**Run 1: M2 wires**

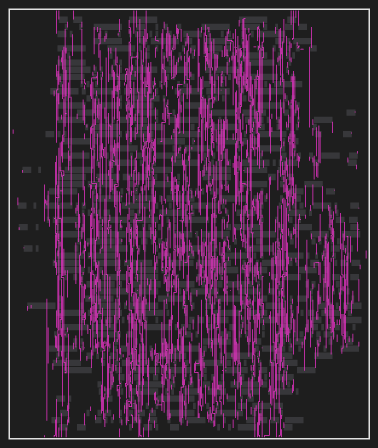
**Run 1: M1 wires**

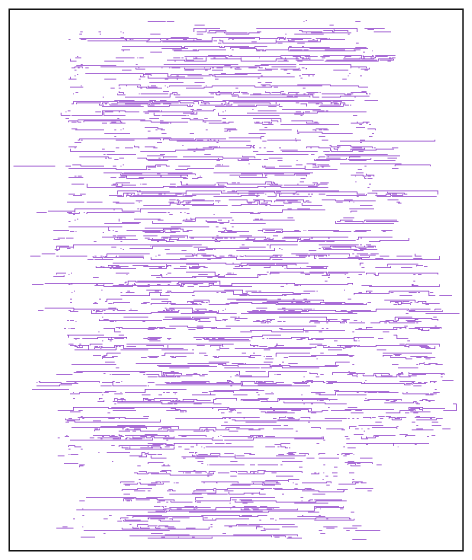
**Run 1: cell density map**

The die is cut into 14 by 16 equal tiles; white is low, dark blue is high, 0 to 100% covered.
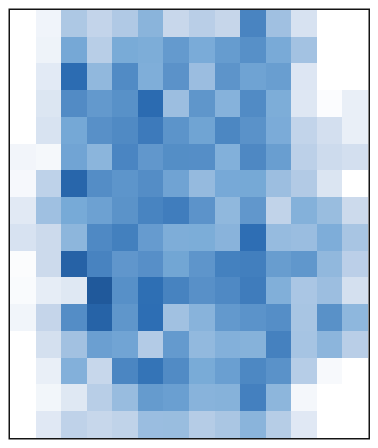
$ cat config.mk
export PLATFORM = sky130hd
export DESIGN_NAME = led_cube_layer_scanner
export DESIGN_NICKNAME = d
export VERILOG_FILES = /design/src/rtl/led_cube_pkg.sv /design/src/rtl/edge_sync.sv /design/src/rtl/led_cube_layer_scanner.sv
export SDC_FILE = /design/constraint.sdc
export NUM_CORES = 1
export LEC_CHECK = 0
export ABC_AREA = 1
export CELL_PAD_IN_SITES_DETAIL_PLACEMENT = 1
export CELL_PAD_IN_SITES_GLOBAL_PLACEMENT = 2
export CORE_ASPECT_RATIO = 1.2
export CORE_MARGIN = 2
export CORE_UTILIZATION = 37
export CTS_BUF_LIST = sky130_fd_sc_hd__clkbuf_16
export DETAILED_ROUTE_END_ITERATION = 10
export PLACE_DENSITY = 0.89
export SLEW_MARGIN = 20
export SYNTH_ARGS = -nofsm -noshare
export SYNTH_HDL_FRONTEND = slang
export SYNTH_SLANG_ARGS = --single-unit
export TNS_END_PERCENT = 20
$ cat constraint.sdc
create_clock -name clk_50MHz -period 2.85 [get_ports clk_50MHz]
set_input_delay 0.57 -clock clk_50MHz [delete_from_list [all_inputs] [get_ports clk_50MHz]]
set_output_delay 0.57 -clock clk_50MHz [all_outputs]
set_load 0.05 [all_outputs]
$ cat src/rtl/led_cube_pkg.sv
// Shared types and defaults for the LED cube layer scanner.
package led_cube_pkg;

   localparam int LAYERS_DEF = 4;
   localparam int COLS_DEF   = 16;

   typedef enum logic [1:0] {
      IDLE  = 2'd0,
      BLANK = 2'd1,
      DRIVE = 2'd2
   } scan_state_t;

endpackage

$ cat src/rtl/edge_sync.sv
// Synchronizes an asynchronous square wave and emits a registered 1-cycle
// pulse on each of its rising edges.
module edge_sync #(
   parameter int STAGES = 2
) (
   input  logic clk_i,
   input  logic rst_i,
   input  logic async_i,
   output logic rise_o
);

   logic [STAGES-1:0] sync_q;
   logic              prev_q;
   logic              rise_q;

   always_ff @(posedge clk_i) begin
      if (rst_i) begin
         sync_q <= '0;
         prev_q <= 1'b0;
         rise_q <= 1'b0;
      end else begin
         sync_q <= {sync_q[STAGES-2:0], async_i};
         prev_q <= sync_q[STAGES-1];
         rise_q <= sync_q[STAGES-1] & ~prev_q;
      end
   end

   assign rise_o = rise_q;

endmodule

$ cat src/rtl/led_cube_layer_scanner.sv
// Layer-multiplexed LED cube driver with a double-buffered frame store;
// buffer swaps happen only when layer 0 is entered, and layers are blanked between drives.
module led_cube_layer_scanner
   import led_cube_pkg::*;
#(
   parameter int LAYERS       = LAYERS_DEF,
   parameter int COLS         = COLS_DEF,
   parameter int BLANK_CYCLES = 500,
   parameter int SYNC_STAGES  = 2
) (
   input  logic                      clk_50MHz,
   input  logic                      reset,
   input  logic                      refresh_clk,
   input  logic                      enable,
   input  logic                      wr_en,
   input  logic [$clog2(LAYERS)-1:0] wr_layer,
   input  logic [COLS-1:0]           wr_data,
   input  logic                      swap_req,
   output logic                      swap_ack,
   output logic                      frame_start,
   output logic [LAYERS-1:0]         layer_sel,
   output logic [COLS-1:0]           col_data
);

   localparam int LW = $clog2(LAYERS);
   localparam int CW = $clog2(BLANK_CYCLES + 1);

   scan_state_t       state_q, state_d;
   logic [LW-1:0]     idx_q, idx_d;
   logic [CW-1:0]     cnt_q, cnt_d;
   logic              pending_q, pending_d;
   logic              front_sel_q;
   logic [LAYERS-1:0] layer_sel_q, layer_sel_d;
   logic [COLS-1:0]   col_q, col_d;
   logic              swap_ack_q, swap_ack_d;
   logic              frame_start_q, frame_start_d;
   logic              tick;
   logic              boundary;
   logic              do_swap;
   logic [COLS-1:0]   front_row;
   logic [LAYERS-1:0] wr_hit;

   logic [COLS-1:0]   buf_a_q [LAYERS];
   logic [COLS-1:0]   buf_b_q [LAYERS];

   edge_sync #(
      .STAGES (SYNC_STAGES)
   ) u_edge_sync (
      .clk_i   (clk_50MHz),
      .rst_i   (reset),
      .async_i (refresh_clk),
      .rise_o  (tick)
   );

   // Out-of-range row addresses match no row and are silently dropped.
   for (genvar gi = 0; gi < LAYERS; gi++) begin : g_wr_hit
      assign wr_hit[gi] = wr_en && (wr_layer == LW'(gi));
   end

   always_ff @(posedge clk_50MHz) begin
      if (reset) begin
         state_q       <= IDLE;
         idx_q         <= '0;
         cnt_q         <= '0;
         pending_q     <= 1'b0;
         front_sel_q   <= 1'b0;
         layer_sel_q   <= '0;
         col_q         <= '0;
         swap_ack_q    <= 1'b0;
         frame_start_q <= 1'b0;
      end else begin
         state_q       <= state_d;
         idx_q         <= idx_d;
         cnt_q         <= cnt_d;
         pending_q     <= pending_d;
         front_sel_q   <= front_sel_q ^ do_swap;
         layer_sel_q   <= layer_sel_d;
         col_q         <= col_d;
         swap_ack_q    <= swap_ack_d;
         frame_start_q <= frame_start_d;
      end
   end

   // front_sel_q = 0 means buf_a is displayed, so writes land in buf_b.
   always_ff @(posedge clk_50MHz) begin
      if (reset) begin
         for (int r = 0; r < LAYERS; r++) begin
            buf_a_q[r] <= '0;
            buf_b_q[r] <= '0;
         end
      end else begin
         for (int r = 0; r < LAYERS; r++) begin
            if (wr_hit[r] && front_sel_q)  buf_a_q[r] <= wr_data;
            if (wr_hit[r] && !front_sel_q) buf_b_q[r] <= wr_data;
         end
      end
   end

   always_comb begin
      state_d  = state_q;
      idx_d    = idx_q;
      cnt_d    = cnt_q;
      boundary = 1'b0;
      if (!enable) begin
         state_d = IDLE;
         idx_d   = '0;
         cnt_d   = '0;
      end else begin
         case (state_q)
            IDLE: begin
               if (tick) begin
                  state_d  = BLANK;
                  idx_d    = '0;
                  cnt_d    = '0;
                  boundary = 1'b1;
               end
            end
            BLANK: begin
               if (cnt_q == CW'(BLANK_CYCLES - 1)) begin
                  state_d = DRIVE;
                  cnt_d   = '0;
               end else begin
                  cnt_d = cnt_q + CW'(1);
               end
            end
            DRIVE: begin
               if (tick) begin
                  state_d = BLANK;
                  cnt_d   = '0;
                  if (idx_q == LW'(LAYERS - 1)) begin
                     idx_d    = '0;
                     boundary = 1'b1;
                  end else begin
                     idx_d = idx_q + LW'(1);
                  end
               end
            end
            default: state_d = IDLE;
         endcase
      end
      // A request arriving on the boundary itself is consumed by that swap.
      do_swap   = boundary && (pending_q || swap_req);
      pending_d = boundary ? 1'b0 : (pending_q || swap_req);
   end

   always_comb begin
      front_row     = front_sel_q ? buf_b_q[idx_d] : buf_a_q[idx_d];
      layer_sel_d   = '0;
      col_d         = '0;
      swap_ack_d    = do_swap;
      frame_start_d = boundary;
      if (state_d == DRIVE) begin
         if (state_q == DRIVE) begin
            layer_sel_d = layer_sel_q;
            col_d       = col_q;
         end else begin
            layer_sel_d = LAYERS'(1) << idx_d;
            col_d       = front_row;
         end
      end
   end

   assign swap_ack    = swap_ack_q;
   assign frame_start = frame_start_q;
   assign layer_sel   = layer_sel_q;
   assign col_data    = col_q;

endmodule

==> job_summary.md, run 1 <==
### Metrics collected by this job

| Metric | Value |
|---|---|
| Post-CTS Setup Bufs | `0` |
| Initial antenna violation count | `0` |
| Yosys cell types | `36` |
| Worst Hold Path EP | `u_edge_sync.rise_o` |
| CP Max Fanout | `2` |
| Seq pwr share | `50.8%` |
| Top Layer Used | `met4` |
| CP Buf/Inv Count | `1` |
| Final hold viol count | `0` |
| Grt met1 use | `29.1%` |
| Port Buffers | `45` |
| Outcome | `completed` |
| Data buffer area share | `7.13%` |
| Logic share of the area | `28.6%` |
| Router iterations before antenna repair | `5` |
| Met1 Wirelength | `10.2 mm` |
| Post-layout util | `44.0%` |
| Worst-path clk slew | `0.07 ns` |
| Clk_skew | `0.0124 ns` |
| Clk latency late pin | `0.44 ns` |
| Top cells by area | `edfxtp_1 49%, dfxtp_1 11%, nand2_1 11%, nor2_1 8.9%, nand3_1 5.0%` |
| Most frequent cells in the layout | `218 x nand2_1, 185 x nor2_1, 128 x edfxtp_1` |
| Top Family by Delay on Critical Path | `buffers and inverters` |
| Power Density | `592 nW/um2` |
| Wirelength per Cell | `18.9 um` |
| Tap Cells | `270` |
| Largest net degree at the start of global routing | `37` |
| Switch share | `22.9%` |
| Crit-path slowest cell | `clkdlybuf4s50_1` |
| Post-route DRC violation count | `0` |
| Number of enable flip-flop cells | `128` |
| YS chip area | `7780 um2` |
| Post_cts resized | `0` |
| Met2 routed wirelength | `11.0 mm` |
| Comb pwr | `0.273 mW` |
| Critical path arrival | `1.66 ns` |
| Non-Clock Inverter Count | `74` |
| CP startpoint | `col_data[15]` |
| Detail Route Antenna Nets | `0` |
| # Cells Yosys | `872` |
| R2r setup slk | `0.65 ns` |
| R2r worst-path depth | `13` |
| Io pins | `46` |
| Setup violators final | `0` |
| Internal power | `4.19 mW` |
| F_max | `449 MHz` |
| Mean Syn Cell Area | `8.92 um2` |
| Worst Setup Start Kind | `flip-flop` |
## Picture notes: 'M2 wires'
- longest straight run: 82.6 um
- share of all routed wire: 48%
- nets with wire on the layer: 771
- wire length on this layer: 11,000 um
- main direction: vertical

## Picture notes: 'M1 wires'
- share of all routed wire: 45%
- main direction: horizontal
- nets with wire on the layer: 880
- longest straight run: 47.8 um

## Picture notes: 'cell density map'
- tiles over 75% full: 3.1%
- densest ninth of the die: centre
- mean over tiles: 40%

-- run 1: per-stage QoR --
step	setup WS, ns	hold WS, ns	instances
after floorplan	0.405	0.373	872
after global placement	0.428	0.379	1172
after detailed placement	0.417	0.391	1172
after CTS	0.611	0.403	1204
after global routing	0.510	0.424	1204
final	0.624	0.399	1204
-- run 1: cell families (layout without fill, tap and decap cells) --
family / Yosys count / in the layout / share of synthesized area, %
adder cells (fa/ha/maj): 2 / 2 / 0.322
flip-flops: 169 / 169 / 60.0
AND-OR/OR-AND: 57 / 57 / 4.91
buffers and inverters: 116 / 178 / 6.29
XOR/XNOR: 3 / 3 / 0.338
AND/OR/NAND/NOR: 525 / 525 / 28.2
**Run 1: cell placement**

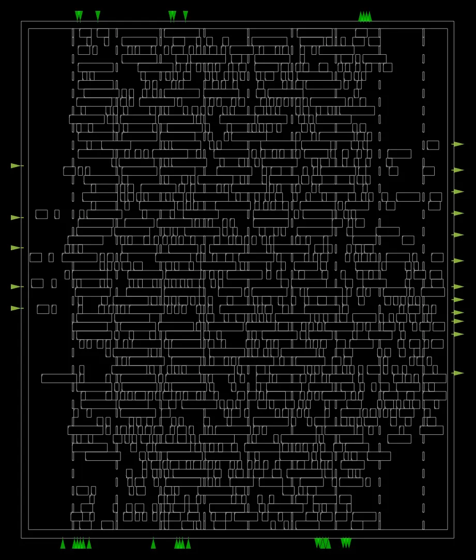

==> run 1 -> run 2 <==
==> constraint.sdc (replaced) <==
create_clock -name clk_50MHz -period 2.3 [get_ports clk_50MHz]
set_input_delay 0.46 -clock clk_50MHz [delete_from_list [all_inputs] [get_ports clk_50MHz]]
set_output_delay 0.46 -clock clk_50MHz [all_outputs]
set_load 0.05 [all_outputs]
**Run 2: cell placement**

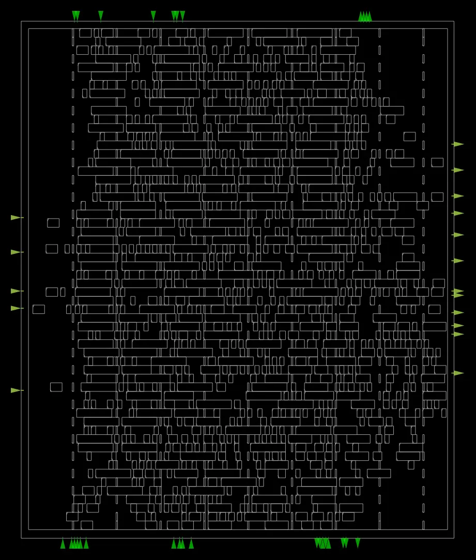
Final Non-Filler Cells: 1,215
Tap Cells: 270
flop count: 169
Seq area share: 50.1%

==> run 2 against run 1 <==
Compared with the run above:
- cell area is 1.5% higher
- clock skew hardly changed
- die size stayed put
- largest power group unchanged
==> job_summary.md, run 2 <==
### Metrics collected by this job

| Metric | Value |
|---|---|
| Outcome | `completed` |
| Fin Setup TNS | `0 ns` |
| Yosys cell types | `36 (unchanged)` |
| Worst slack at placement | `0.100 ns (-0.317 ns)` |
| Area share, top type | `49.4%` |
| WHS | `0.390 ns (-0.00841 ns)` |
| Complex Gates by Area | `4.91% (unchanged)` |
| Worst Hold Path EP | `u_edge_sync.rise_o` |
| Simple share | `28.2% (unchanged)` |
| Worst-path clk slew | `0.06 ns (about the same)` |
| Top cells by area | `edfxtp_1 49%, dfxtp_1 11%, nand2_1 11%, nor2_1 8.9%, nand3_1 5.0%` |
| Router iterations before antenna repair | `5 (unchanged)` |
| Psw | `1.50 mW` |
| Power Density | `697 nW/um2 (+18%)` |
| Worst hold path depth | `1` |
| P&R area growth vs syn | `19.6%` |
| Post-route DRC violation count | `0 (unchanged)` |
| Mean Syn Cell Area | `8.92 um2 (unchanged)` |
| Top power group | `sequential cells` |
| Core outline area | `20,800 um2` |
| Crit path DRT | `1.84 ns` |
| Clk_skew | `0.0121 ns (-0.000329 ns)` |
| Count leader, synth | `nand2_1` |
| Crit-path slowest cell | `clkdlybuf4s50_1` |
| Final hold viol count | `0 (unchanged)` |
| H-tree depth reported by CTS | `4` |
| DP Area | `8750 um2` |
| Largest net degree at the start of global routing | `37 (unchanged)` |
| CP Depth | `1` |
| Clk latency late pin | `0.43 ns (about the same)` |
| Io pins | `46 (unchanged)` |
| Wirelength per Cell | `17.6 um (-6.8%)` |
| Post-synth net total | `898` |
| P_leak | `3.84 nW` |
| Post-layout util | `44.7% (+0.68 points)` |
| Clock Tree Buf Depth | `2` |
| Gr ovfl total | `0` |
| XORs/XNORs by Area | `0.338% (unchanged)` |
| Comb pwr | `0.359 mW (+32%)` |
| CP Max Fanout | `2 (unchanged)` |
| Post-synthesis sequential area ratio | `60.0%` |
| YS chip area | `7780 um2 (unchanged)` |
| Cells after Synth | `872` |
| PnR worst setup slack | `0.207 ns (-0.417 ns)` |
| Post_cts resized | `0 (unchanged)` |
| Post-route cell area | `9300 um2` |
| Critical path arrival | `1.63 ns (-0.03 ns)` |
| Top FF cell, synth | `edfxtp_1` |
| F_max | `478 MHz` |
| Top Family by Delay on Critical Path | `buffers and inverters` |
| Period minus WS final | `2.09 ns` |
| Number of enable flip-flop cells | `128 (unchanged)` |
| Switch share | `23.1% (+0.29 points)` |
| Tool Warnings | `26` |
| CP Buf/Inv Count | `1 (unchanged)` |
| CP startpoint | `col_data[15]` |
| Port Buffers | `45 (unchanged)` |
| Most frequent cells in the layout | `218 x nand2_1, 185 x nor2_1, 128 x edfxtp_1` |
| Gr usage total | `20.7%` |
| Setup violators final | `0 (unchanged)` |
| CP Class | `reg -> out` |
| Fraction of registers with async set/reset | `0%` |
| R2r setup slk | `0.25 ns (-0.40 ns)` |
| Adder Area Share | `0.322% (unchanged)` |
| Initial antenna violation count | `0 (unchanged)` |
| Cts hold-fix bufs | `0` |
| Layout cells sized above 1 | `11.6%` |
| Placed cells | `1,183 (+0.94%)` |
| HP Start | `u_edge_sync.prev_q` |
| # Cells Yosys | `872 (unchanged)` |
| Worst Setup Start Kind | `flip-flop` |
| MUX share of area | `0% (unchanged)` |
| Seq pwr share | `52.7% (+1.9 points)` |
| Post-CTS Setup Bufs | `0 (unchanged)` |
| Internal power | `4.98 mW (+19%)` |
| Top comb family, area | `simple AND/OR/NAND/NOR gates` |
| Vias per cell | `4.95` |
| R2r worst-path depth | `10 (-3)` |
| CTS sink cnt | `169` |
| Detail Route Antenna Nets | `0 (unchanged)` |
==> run 2: cell counts after synthesis <==
Identical to the previous run, type by type.
==> run 2: routing by layer <==
layer	up-vias	routed length [um]	GRT usage (%)
met2	115	10700	35.0
met4	0	265	6.39
met3	20	753	2.68
met5	-	0	0
met1	2931	9660	27.5
li1	2945	-	-
==> run 2: area by class of cell <==
| type | instances | area [um2] | area share [%] |
|---|---|---|---|
| Sequential cell | 169 | 4660 | 50.1 |
| Multi-Input combinational cell | 587 | 2620 | 28.2 |
| Timing Repair Buffer | 83 | 848 | 9.12 |
| Clock buffer | 17 | 425 | 4.57 |
| Tap cell | 270 | 338 | 3.63 |
| Inverter | 74 | 278 | 2.99 |
| Clock inverter | 15 | 125 | 1.35 |
**Run 2: M2 wires**

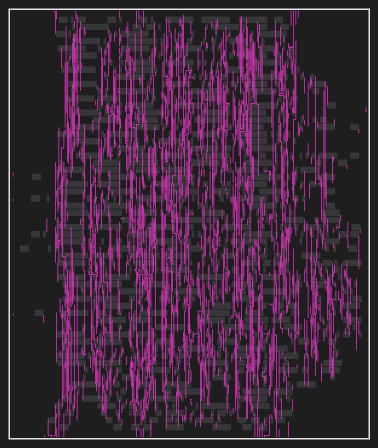

==> run 2 -> run 3 <==
--- a/config.mk
+++ b/config.mk
@@ -6,14 +6,14 @@
 export NUM_CORES = 1
 export LEC_CHECK = 0
 export ABC_AREA = 1
+export CAP_MARGIN = 25
 export CELL_PAD_IN_SITES_DETAIL_PLACEMENT = 1
 export CELL_PAD_IN_SITES_GLOBAL_PLACEMENT = 2
 export CORE_ASPECT_RATIO = 1.2
-export CORE_MARGIN = 2
-export CORE_UTILIZATION = 37
-export CTS_BUF_LIST = sky130_fd_sc_hd__clkbuf_16
+export CORE_UTILIZATION = 39
+export CTS_BUF_LIST = sky130_fd_sc_hd__clkbuf_8
 export DETAILED_ROUTE_END_ITERATION = 10
-export PLACE_DENSITY = 0.89
+export PLACE_DENSITY = 0.93
 export SLEW_MARGIN = 20
 export SYNTH_ARGS = -nofsm -noshare
 export SYNTH_HDL_FRONTEND = slang
**Run 3: M2 wires**

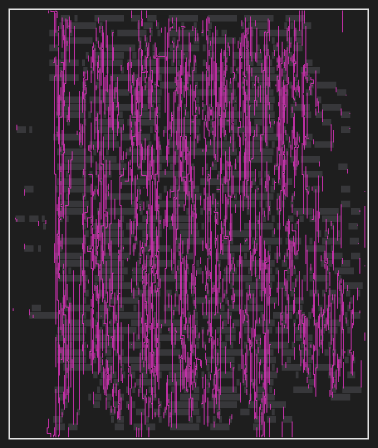
- longest straight run: 60.2 um
- wire length on this layer: 10,500 um

==> run 3 against run 2 <==
Compared with the run above:
- non-clock buffer count down 6
- die size shrank 7.6%
- count of clock-buffer cells in the layout stayed put
- first-iteration DRC count rose by 1.3%
- global-route usage rose by 1.2 points
- sequential power is essentially flat
- critical endpoint unchanged
- highest routed layer unchanged
==> job_summary.md, run 3 <==
### Metrics collected by this job

| Metric | Value |
|---|---|
| P_leak | `3.76 nW (-2.2%)` |
| Register Area | `4660 um2 (unchanged)` |
| Gr usage total | `21.8% (+1.2 points)` |
| Internal power | `4.32 mW (-13%)` |
| Largest net degree at the start of global routing | `37 (unchanged)` |
| Crit path DRT | `1.84 ns (about the same)` |
| Layout cells sized above 1 | `11.4% (-0.25 points)` |
| Fraction of registers with async set/reset | `0% (unchanged)` |
| Worst Setup Start Kind | `flip-flop` |
| DP Area | `8680 um2 (-0.79%)` |
| Period minus WS final | `2.13 ns (+0.0378 ns)` |
| Final hold viol count | `0 (unchanged)` |
| Power Density | `649 nW/um2 (-6.9%)` |
| Detail Route Antenna Nets | `0 (unchanged)` |
| Outcome | `completed` |
| # Cells Yosys | `872 (unchanged)` |
| CP Class | `reg -> out` |
| Top cells by area | `edfxtp_1 49%, dfxtp_1 11%, nand2_1 11%, nor2_1 8.9%, nand3_1 5.0%` |
| Cells after Synth | `872 (unchanged)` |
| Worst Hold Path EP | `u_edge_sync.sync_q[1]` |
| Complex Gates by Area | `4.91% (unchanged)` |
| Area share, top type | `49.4% (unchanged)` |
| Post-synthesis sequential area ratio | `60.0% (unchanged)` |
| Simple share | `28.2% (unchanged)` |
| YS chip area | `7780 um2 (unchanged)` |
| Router iterations before antenna repair | `5 (unchanged)` |
| Worst hold path depth | `2 (+1)` |
| Worst-path clk slew | `0.10 ns (+0.04 ns)` |
| Seq pwr share | `57.9% (+5.2 points)` |
| Crit-path slowest cell | `clkdlybuf4s50_1` |
| Io pins | `46 (unchanged)` |
| Most frequent cells in the layout | `218 x nand2_1, 185 x nor2_1, 128 x edfxtp_1` |
| WHS | `0.415 ns (+0.0245 ns)` |
| Count leader, synth | `nand2_1` |
| Critical path arrival | `1.67 ns (+0.04 ns)` |
| Post-CTS Setup Bufs | `0 (unchanged)` |
| F_max | `469 MHz (-1.8%)` |
| Top power group | `sequential cells` |
| Post_cts resized | `0 (unchanged)` |
| Vias per cell | `5.00 (+1.0%)` |
| Adder Area Share | `0.322% (unchanged)` |
| Post-synth net total | `898 (unchanged)` |
| Post-route DRC violation count | `0 (unchanged)` |
| Gr ovfl total | `0 (unchanged)` |
| MUX share of area | `0% (unchanged)` |
| Yosys cell types | `36 (unchanged)` |
| Clk_skew | `0.0176 ns (+0.00550 ns)` |
| H-tree depth reported by CTS | `4 (unchanged)` |
| Clock Tree Buf Depth | `2 (unchanged)` |
| Combinational gate area | `2620 um2 (unchanged)` |
==> run 3: area by class of cell <==
| class | count | area share, % |
|---|---|---|
| Clock inverter | 15 | 1.89 |
| Inverter | 74 | 3.06 |
| Clock buffer | 17 | 2.57 |
| Tap cell | 261 | 3.59 |
| Sequential cell | 169 | 51.3 |
| Multi-Input combinational cell | 587 | 28.9 |
| Timing Repair Buffer | 77 | 8.70 |
==> run 3: cells by family (layout without fill, tap and decap cells) <==
logic type,after synthesis,after routing
simple gates,525,525
compound gates,57,57
fa+ha+maj,2,2
xor+xnor,3,3
buf+inv,116,183
flops,169,169
==> run 3: routing by layer <==
layer	track usage, %	part of all wire [%]	vias to the layer above
met4	5.75	1.0	0
met1	28.4	45	2953
met3	3.11	3.3	16
met2	37.7	51	94
li1	-	-	2934
met5	0	0	-
No activity file was given, so power comes from the tool's default toggle rates.
